## config.mk

```make
export PLATFORM = sky130hd
export DESIGN_NAME = id_stage_pipe_flat
export DESIGN_NICKNAME = d
export VERILOG_FILES = /design/src/rtl/id_stage_pipe_if.sv /design/src/rtl/id_stage_pipe.sv /design/src/flat_wrapper.sv
export SDC_FILE = /design/constraint.sdc
export NUM_CORES = 1
export LEC_CHECK = 0
export CAP_MARGIN = 0
export CORE_UTILIZATION = 49
export DETAILED_ROUTE_END_ITERATION = 16
export PLACE_DENSITY = 0.76
export SLEW_MARGIN = 20
export SYNTH_ARGS = -nofsm -noshare
export SYNTH_HDL_FRONTEND = slang
export SYNTH_SLANG_ARGS = --single-unit
```

## constraint.sdc

```tcl
create_clock -name clock -period 2.1 [get_ports clock]
set_input_delay 0.42 -clock clock [delete_from_list [all_inputs] [get_ports clock]]
set_output_delay 0.42 -clock clock [all_outputs]
set_load 0.1 [all_outputs]
```

## src/rtl/id_stage_pipe_if.sv

```systemverilog
// Handshake and data bundle between IF, write-back, the ID stage and EX.
// Optional ID_HAZARD_CNT_EN adds the hazard_cnt observation port.
interface id_stage_pipe_if #(
    parameter int DATA_W     = 8,
    parameter int INST_W     = 8,
    parameter int REG_ADDR_W = 2
);
    logic                  in_valid;
    logic                  in_ready;
    logic [DATA_W-1:0]     pc_in;
    logic [INST_W-1:0]     inst_in;
    logic                  wb_we;
    logic [REG_ADDR_W-1:0] wb_addr;
    logic [DATA_W-1:0]     wb_data;
    logic                  ex_ready;
    logic                  flush;
    logic                  out_valid;
    logic [DATA_W-1:0]     pc_out;
    logic [DATA_W-1:0]     reg_val;
    logic [DATA_W-1:0]     ext_imm;
    logic [REG_ADDR_W-1:0] rd_out;
    logic [2:0]            funct_out;
    logic J, JC, INA, RM, WM, SIN, SOUT, WR_OUT, NEQ;
`ifdef ID_HAZARD_CNT_EN
    logic [15:0]           hazard_cnt;
`endif

    modport master (
        output in_valid, pc_in, inst_in, wb_we, wb_addr, wb_data, ex_ready, flush,
        input  in_ready, out_valid, pc_out, reg_val, ext_imm, rd_out, funct_out,
        input  J, JC, INA, RM, WM, SIN, SOUT, WR_OUT, NEQ
`ifdef ID_HAZARD_CNT_EN
        , input hazard_cnt
`endif
    );

    modport slave (
        input  in_valid, pc_in, inst_in, wb_we, wb_addr, wb_data, ex_ready, flush,
        output in_ready, out_valid, pc_out, reg_val, ext_imm, rd_out, funct_out,
        output J, JC, INA, RM, WM, SIN, SOUT, WR_OUT, NEQ
`ifdef ID_HAZARD_CNT_EN
        , output hazard_cnt
`endif
    );
endinterface

```

## src/rtl/id_stage_pipe.sv

```systemverilog
// Decode stage with register bank, write-back bypass, load-use bubbling and an ID/EX register.
// Define ID_HAZARD_CNT_EN to add a saturating 16-bit load-use stall counter.
module id_stage_pipe #(
    parameter int DATA_W     = 8,
    parameter int INST_W     = 8,
    parameter int REG_ADDR_W = 2
) (
    input logic          clock,
    input logic          reset,
    id_stage_pipe_if.slave bus
);
    localparam int IMM_W = INST_W - 3;
    localparam int NREGS = 2 ** REG_ADDR_W;

    typedef enum logic [2:0] {
        OP_ALU   = 3'b000,
        OP_LOAD  = 3'b001,
        OP_STORE = 3'b010,
        OP_IMM   = 3'b011,
        OP_J     = 3'b100,
        OP_JC    = 3'b101,
        OP_JNE   = 3'b110,
        OP_IO    = 3'b111
    } opcode_e;

    typedef struct packed {
        logic j, jc, ina, rm, wm, sin, sout, wr_out, neq;
    } ctrl_t;

    opcode_e               opcode;
    logic [REG_ADDR_W-1:0] r;
    logic [2:0]            funct;
    logic [IMM_W-1:0]      imm;
    logic [DATA_W-1:0]     imm_ext;
    logic [DATA_W-1:0]     r_val;
    ctrl_t                 ctrl_d;
    logic                  use_r;

    logic [DATA_W-1:0]     bank [NREGS];
    logic                  out_valid_q;
    logic [DATA_W-1:0]     pc_q, reg_val_q, ext_imm_q;
    logic [REG_ADDR_W-1:0] rd_q;
    logic [2:0]            funct_q;
    ctrl_t                 ctrl_q;

    logic hazard, advance, accept;

    assign opcode  = opcode_e'(bus.inst_in[INST_W-1 -: 3]);
    assign r       = bus.inst_in[INST_W-4 -: REG_ADDR_W];
    assign funct   = bus.inst_in[2:0];
    assign imm     = bus.inst_in[IMM_W-1:0];
    assign imm_ext = DATA_W'($signed(imm));

    // Same-cycle write-back wins over the stored value.
    assign r_val = (bus.wb_we && bus.wb_addr == r) ? bus.wb_data : bank[r];

    // NOTE: defaults first so every path assigns every bit and no latch is inferred.
    always_comb begin
        ctrl_d = '0;
        use_r  = 1'b0;
        case (opcode)
            OP_ALU:   begin ctrl_d.wr_out = 1'b1; use_r = 1'b1; end
            OP_LOAD:  begin ctrl_d.rm = 1'b1; ctrl_d.wr_out = 1'b1; use_r = 1'b1; end
            OP_STORE: begin ctrl_d.wm = 1'b1; use_r = 1'b1; end
            OP_IMM:   begin ctrl_d.ina = 1'b1; ctrl_d.wr_out = 1'b1; end
            OP_J:     ctrl_d.j = 1'b1;
            OP_JC:    begin ctrl_d.jc = 1'b1; use_r = 1'b1; end
            OP_JNE:   begin ctrl_d.jc = 1'b1; ctrl_d.neq = 1'b1; use_r = 1'b1; end
            OP_IO: begin
                if (funct[0]) begin
                    ctrl_d.sout = 1'b1;
                    use_r       = 1'b1;
                end else begin
                    ctrl_d.sin    = 1'b1;
                    ctrl_d.wr_out = 1'b1;
                end
            end
        endcase
    end

    assign hazard       = out_valid_q & ctrl_q.rm & use_r & (rd_q == r) & bus.in_valid;
    assign advance      = ~out_valid_q | bus.ex_ready;
    assign accept       = advance & bus.in_valid & ~hazard;
    assign bus.in_ready = advance & ~hazard & ~bus.flush;

    // NOTE: non-blocking assignments for all state; the bank is cleared on reset because
    // software relies on registers reading zero after reset.
    always_ff @(posedge clock) begin
        if (reset) begin
            for (int i = 0; i < NREGS; i++) bank[i] <= '0;
            out_valid_q <= 1'b0;
            pc_q        <= '0;
            reg_val_q   <= '0;
            ext_imm_q   <= '0;
            rd_q        <= '0;
            funct_q     <= '0;
            ctrl_q      <= '0;
        end else begin
            if (bus.wb_we) bank[bus.wb_addr] <= bus.wb_data;

            if (bus.flush) begin
                out_valid_q <= 1'b0;
            end else if (accept) begin
                out_valid_q <= 1'b1;
                pc_q        <= bus.pc_in;
                reg_val_q   <= r_val;
                ext_imm_q   <= imm_ext;
                rd_q        <= r;
                funct_q     <= funct;
                ctrl_q      <= ctrl_d;
            end else if (advance) begin
                out_valid_q <= 1'b0;
            end
        end
    end

    assign bus.out_valid = out_valid_q;
    assign bus.pc_out    = pc_q;
    assign bus.reg_val   = reg_val_q;
    assign bus.ext_imm   = ext_imm_q;
    assign bus.rd_out    = rd_q;
    assign bus.funct_out = funct_q;
    assign bus.J         = ctrl_q.j;
    assign bus.JC        = ctrl_q.jc;
    assign bus.INA       = ctrl_q.ina;
    assign bus.RM        = ctrl_q.rm;
    assign bus.WM        = ctrl_q.wm;
    assign bus.SIN       = ctrl_q.sin;
    assign bus.SOUT      = ctrl_q.sout;
    assign bus.WR_OUT    = ctrl_q.wr_out;
    assign bus.NEQ       = ctrl_q.neq;

`ifdef ID_HAZARD_CNT_EN
    logic [15:0] hazard_cnt_q;

    always_ff @(posedge clock) begin
        if (reset) begin
            hazard_cnt_q <= '0;
        end else if (advance && bus.in_valid && hazard && !bus.flush
                     && hazard_cnt_q != 16'hFFFF) begin
            hazard_cnt_q <= hazard_cnt_q + 16'd1;
        end
    end

    assign bus.hazard_cnt = hazard_cnt_q;
`endif
endmodule

```

## src/flat_wrapper.sv

```systemverilog
// flat-port wrapper written by rule: the top's interface ports become plain ports
module id_stage_pipe_flat 
#(
    parameter int DATA_W     = 8,
    parameter int INST_W     = 8,
    parameter int REG_ADDR_W = 2
)
  (clock, reset, bus_in_valid, bus_pc_in, bus_inst_in, bus_wb_we, bus_wb_addr, bus_wb_data, bus_ex_ready, bus_flush, bus_in_ready, bus_out_valid, bus_pc_out, bus_reg_val, bus_ext_imm, bus_rd_out, bus_funct_out, bus_J, bus_JC, bus_INA, bus_RM, bus_WM, bus_SIN, bus_SOUT, bus_WR_OUT, bus_NEQ);
  id_stage_pipe_if #(.DATA_W(DATA_W), .INST_W(INST_W), .REG_ADDR_W(REG_ADDR_W)) bus_i ();
  input logic clock;
  input logic reset;
  input wire logic [$bits(bus_i.in_valid)-1:0] bus_in_valid;
  input wire logic [$bits(bus_i.pc_in)-1:0] bus_pc_in;
  input wire logic [$bits(bus_i.inst_in)-1:0] bus_inst_in;
  input wire logic [$bits(bus_i.wb_we)-1:0] bus_wb_we;
  input wire logic [$bits(bus_i.wb_addr)-1:0] bus_wb_addr;
  input wire logic [$bits(bus_i.wb_data)-1:0] bus_wb_data;
  input wire logic [$bits(bus_i.ex_ready)-1:0] bus_ex_ready;
  input wire logic [$bits(bus_i.flush)-1:0] bus_flush;
  output wire logic [$bits(bus_i.in_ready)-1:0] bus_in_ready;
  output wire logic [$bits(bus_i.out_valid)-1:0] bus_out_valid;
  output wire logic [$bits(bus_i.pc_out)-1:0] bus_pc_out;
  output wire logic [$bits(bus_i.reg_val)-1:0] bus_reg_val;
  output wire logic [$bits(bus_i.ext_imm)-1:0] bus_ext_imm;
  output wire logic [$bits(bus_i.rd_out)-1:0] bus_rd_out;
  output wire logic [$bits(bus_i.funct_out)-1:0] bus_funct_out;
  output wire logic [$bits(bus_i.J)-1:0] bus_J;
  output wire logic [$bits(bus_i.JC)-1:0] bus_JC;
  output wire logic [$bits(bus_i.INA)-1:0] bus_INA;
  output wire logic [$bits(bus_i.RM)-1:0] bus_RM;
  output wire logic [$bits(bus_i.WM)-1:0] bus_WM;
  output wire logic [$bits(bus_i.SIN)-1:0] bus_SIN;
  output wire logic [$bits(bus_i.SOUT)-1:0] bus_SOUT;
  output wire logic [$bits(bus_i.WR_OUT)-1:0] bus_WR_OUT;
  output wire logic [$bits(bus_i.NEQ)-1:0] bus_NEQ;
  assign bus_i.in_valid = bus_in_valid;
  assign bus_i.pc_in = bus_pc_in;
  assign bus_i.inst_in = bus_inst_in;
  assign bus_i.wb_we = bus_wb_we;
  assign bus_i.wb_addr = bus_wb_addr;
  assign bus_i.wb_data = bus_wb_data;
  assign bus_i.ex_ready = bus_ex_ready;
  assign bus_i.flush = bus_flush;
  assign bus_in_ready = bus_i.in_ready;
  assign bus_out_valid = bus_i.out_valid;
  assign bus_pc_out = bus_i.pc_out;
  assign bus_reg_val = bus_i.reg_val;
  assign bus_ext_imm = bus_i.ext_imm;
  assign bus_rd_out = bus_i.rd_out;
  assign bus_funct_out = bus_i.funct_out;
  assign bus_J = bus_i.J;
  assign bus_JC = bus_i.JC;
  assign bus_INA = bus_i.INA;
  assign bus_RM = bus_i.RM;
  assign bus_WM = bus_i.WM;
  assign bus_SIN = bus_i.SIN;
  assign bus_SOUT = bus_i.SOUT;
  assign bus_WR_OUT = bus_i.WR_OUT;
  assign bus_NEQ = bus_i.NEQ;
  id_stage_pipe #(.DATA_W(DATA_W), .INST_W(INST_W), .REG_ADDR_W(REG_ADDR_W)) u_core (.clock(clock), .reset(reset), .bus(bus_i));
endmodule
```

Figure 1. Clock nets.
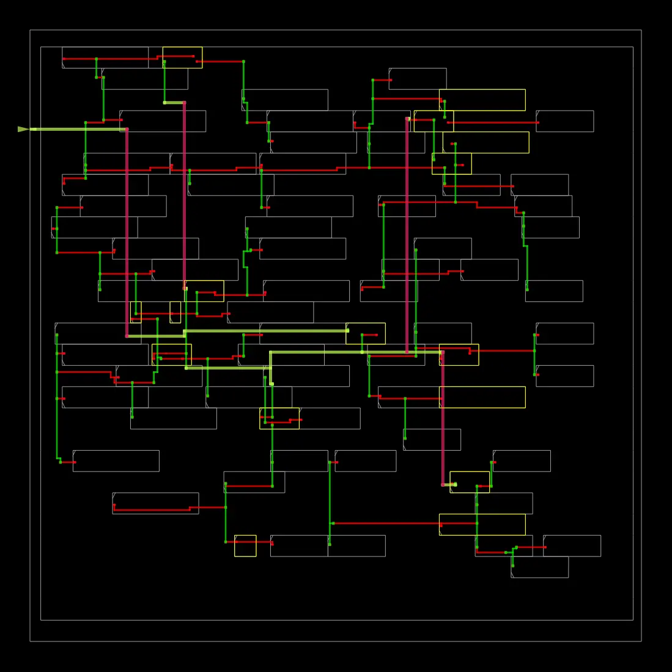
clock-net power: 1360 µW
CLK BUF: 9
clk sinks: 63
Flops: 63
Final Skew: 0.00543 ns

Figure 2. Gate families picked out.
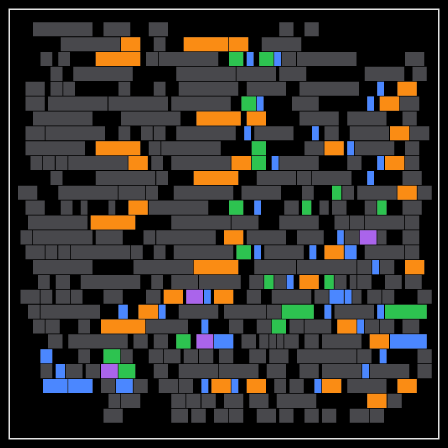
nor cells -> blue  # cells 39, most used nor2_1, where spread over the die
aoi and oai cells -> green  # cells 18, most used a211oi_1
xor and xnor cells -> purple  # cells 4, most used xor2_1
mux cells -> orange  # cells 34, most used mux2i_1, where spread over the die

Figure 3. Sequential cells colored by netlist name.
Other sequential cells in the stronger gray, the rest of the logic in the fainter gray.
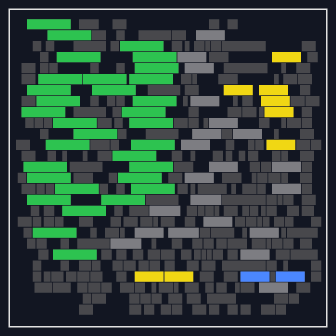
`u_core.bus.funct_out` -> blue  # flops 2
`u_core.bus.pc_out` -> yellow  # flops 8
`u_core.bank` -> green  # flops 32
not colored = 21

Figure 4. Layout detail.
Window x 0 to 50, y 28 to 78 µm. Cells in gray, sequential cells in the stronger gray; small squares are vias.
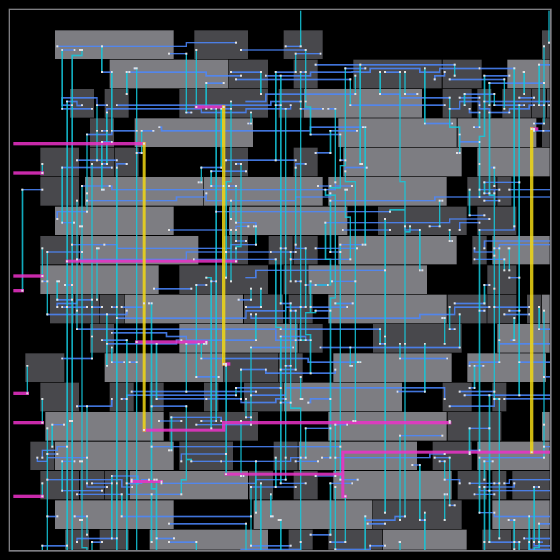
M3 -> magenta
M4 -> yellow
M1 -> blue
M2 -> cyan
cells with their middle in the window = 114
sequential cells in the window = 39
netlist names of flops here include = `u_core.bank` (30), `u_core.bus.reg_val` (7)
most frequent = edfxtp_1 (30), and2_1 (29)

==> impl_metrics.py <==
# Synthesis and PnR figures
metrics = {
    "worst_setup_path": {
        "ff2ff_setup_slack_ns": 0.39,
        "worstSetupPathType": "input port to output port",
        "cp_num_cells": 6,
        "cp_cell_sequence": "dlygate4sd2_1 -> nor3b_4 -> a31oi_4 -> nand2_1 -> and3b_2 -> buf_12",
        "r2r_cells": 8,
        "cp_top_family": "simple AND/OR/NAND/NOR gates",
        "cp.required_ns": 1.68,
        "critical_path.max_fanout": 4,
        "cp.arrival_ns": 1.58,
        "critPathLaunch": "bus_inst_in[7]",
        "cp-end-kind": "output port",
        "r2r-end": "u_core.bus.SOUT",
        "cp-start-kind": "input port",
        "timing.rr.start": "u_core.bus.ext_imm[4]",
        "cp-endpoint": "bus_in_ready",
    },
    "yosys": {
        "async_flop_share": 0,
        "synth-seq-area-share": 0.554,
        "synthTopCellsByCount": "33 x and2_1, 32 x edfxtp_1, 31 x dfxtp_1",
        "yosysMostFrequentCell": "and2_1",
        "yosys-top-cells-area": "edfxtp_1 34%, dfxtp_1 22%, mux2i_1 9.1%",
        "yosysWarnings": 0,
        "yosysChipArea_um2": 2860,
        "ys_cells": 233,
        "yosysUniqueCellTypes": 32,
        "top_area_frac": 0.337,
        "edf_count": 32,
        "synthFlopType": "edfxtp_1",
    },
    "final_layout": {
        "fillers": 439,
        "nets": 353,
        "seq_area_um2": 1590,
        "n_antenna_cell": 0,
        "n_all_inverters": 0,
        "combGateArea_um2": 1170,
        "largest_class": "registers",
        "largest_register_ffs": 32,
        "syn_to_final_growth_pct": 37.3,
        "nNonClkBuffers": 96,
        "top_register": "u_core.bank",
        "final_layout_size_suffix_gt1_frac": 0.319,
        "utilization": 0.703,
    },
    "global_routing": {
        "antenna_found_initial": 0,
        "grt.total_usage": 0.208,
        "grt-ovfl-total": 0,
        "busiest_layer": "met2",
    },
    "run": {
        "warnings": 26,
        "max-cap-violations": 0,
    },
    "pwr": {
        "intPower_uw": 2490,
        "p_leak_uw": 0.00156,
        "power_frac_clock": 0.400,
        "p_comb_frac": 0.189,
    },
    "floorplanning": {
        "fp_util": 0.512,
        "tap_cells": 72,
        "row_count": 27,
        "core_um2": 5570,
        "die_h_um": 78.3,
        "chip_area_um2": 6140,
        "fp.dieW_um": 78.3,
        "io_pins": 72,
    },
    "outcome": {
        "run_status": "finished clean",
    },
    "place": {
        "gp_congestion": 0.770,
    },
    "worst_hold_path": {
        "min_to": "u_core.bus.JC",
        "hold_class": "flop to flop",
        "min_from": "u_core.bus.JC",
    },
    "routing": {
        "drt-initial-drc-count": 141,
        "vias": 2007,
        "wl_per_cell_um": 14.4,
        "drtAntennaViolNets": 0,
        "drt_pass1_iterations": 4,
        "wl_met2_um": 2820,
        "wl_met3_um": 278,
        "viasPerCell": 5.04,
    },
    "clock_network": {
        "clk_pin_slew_worst_paths_ns": 0.06,
        "htree_num_levels": 3,
        "cts_tree": "yes",
        "hold_buffers": 0,
        "clockRootBuffer": "clkbuf_8",
        "clock_path_buffers": 2,
    },
    "timing": {
        "tns_ns": 0,
        "fmax_ghz": 0.500,
        "hold_slack_ns": 0.471,
    },
}
## cells in the final DEF (no fill, tap or decap)
cell / netlist / routed
a211oi_1: 9 / 9
nor4b_1: 1 / 1
clkdlybuf4s50_1: 0 / 24
and3b_2: 0 / 1
nor2b_1: 2 / 2
dfxtp_1: 31 / 27
buf_12: 0 / 2
o2111ai_1: 1 / 1
nand3b_1: 2 / 2
dlygate4sd2_1: 0 / 7
mux2i_1: 26 / 26
and2_1: 33 / 33
or2_2: 3 / 3
dfxtp_2: 0 / 4
nand2_1: 4 / 3
nand2_2: 1 / 2
xor2_1: 3 / 3
nor3b_1: 1 / 1
clkinv_1: 0 / 2
a31oi_4: 0 / 1
nor3b_2: 3 / 2
clkbuf_8: 0 / 9
nand3_1: 4 / 4
bufinv_16: 0 / 4
nor3_1: 2 / 2
a21oi_1: 5 / 5
clkinvlp_4: 0 / 1
a31o_2: 1 / 1
buf_4: 10 / 63
a32oi_1: 1 / 1
nor3_2: 1 / 1
a21oi_4: 1 / 1
nand2b_1: 7 / 7
edfxtp_1: 32 / 32
mux4_2: 8 / 8
nor3b_4: 0 / 1
nor2_1: 29 / 29
xnor2_1: 1 / 1
## power groups by stage
stage	clock network, µW	logic (µW)	registers, µW
after global placement	0	638	1420
after detailed placement	0	643	1420
after CTS	1380	645	1400
after global routing	1430	675	1400
final	1360	640	1400
after floorplan	0	255	1620
## per-stage QoR
stage,area [µm²],setup slack (ns)
global placement,3640,-0.215
CTS,3920,0.109
finish,3920,0.102
detailed placement,3640,-0.224
global route,3920,0.0494
floorplan,2860,0.0774
## kinds of logic (layout without fill, tap and decap cells)
group           after synthesis  in the layout  synth area share
simple gates                 94             94             0.185
mux                          34             34             0.154
flops                        63             63             0.554
buf+inv                      19            112            0.0447
compound gates               19             19            0.0495
xor+xnor                      4              4            0.0123
Power figures rest on the tool's default switching activity, not on a simulated workload.
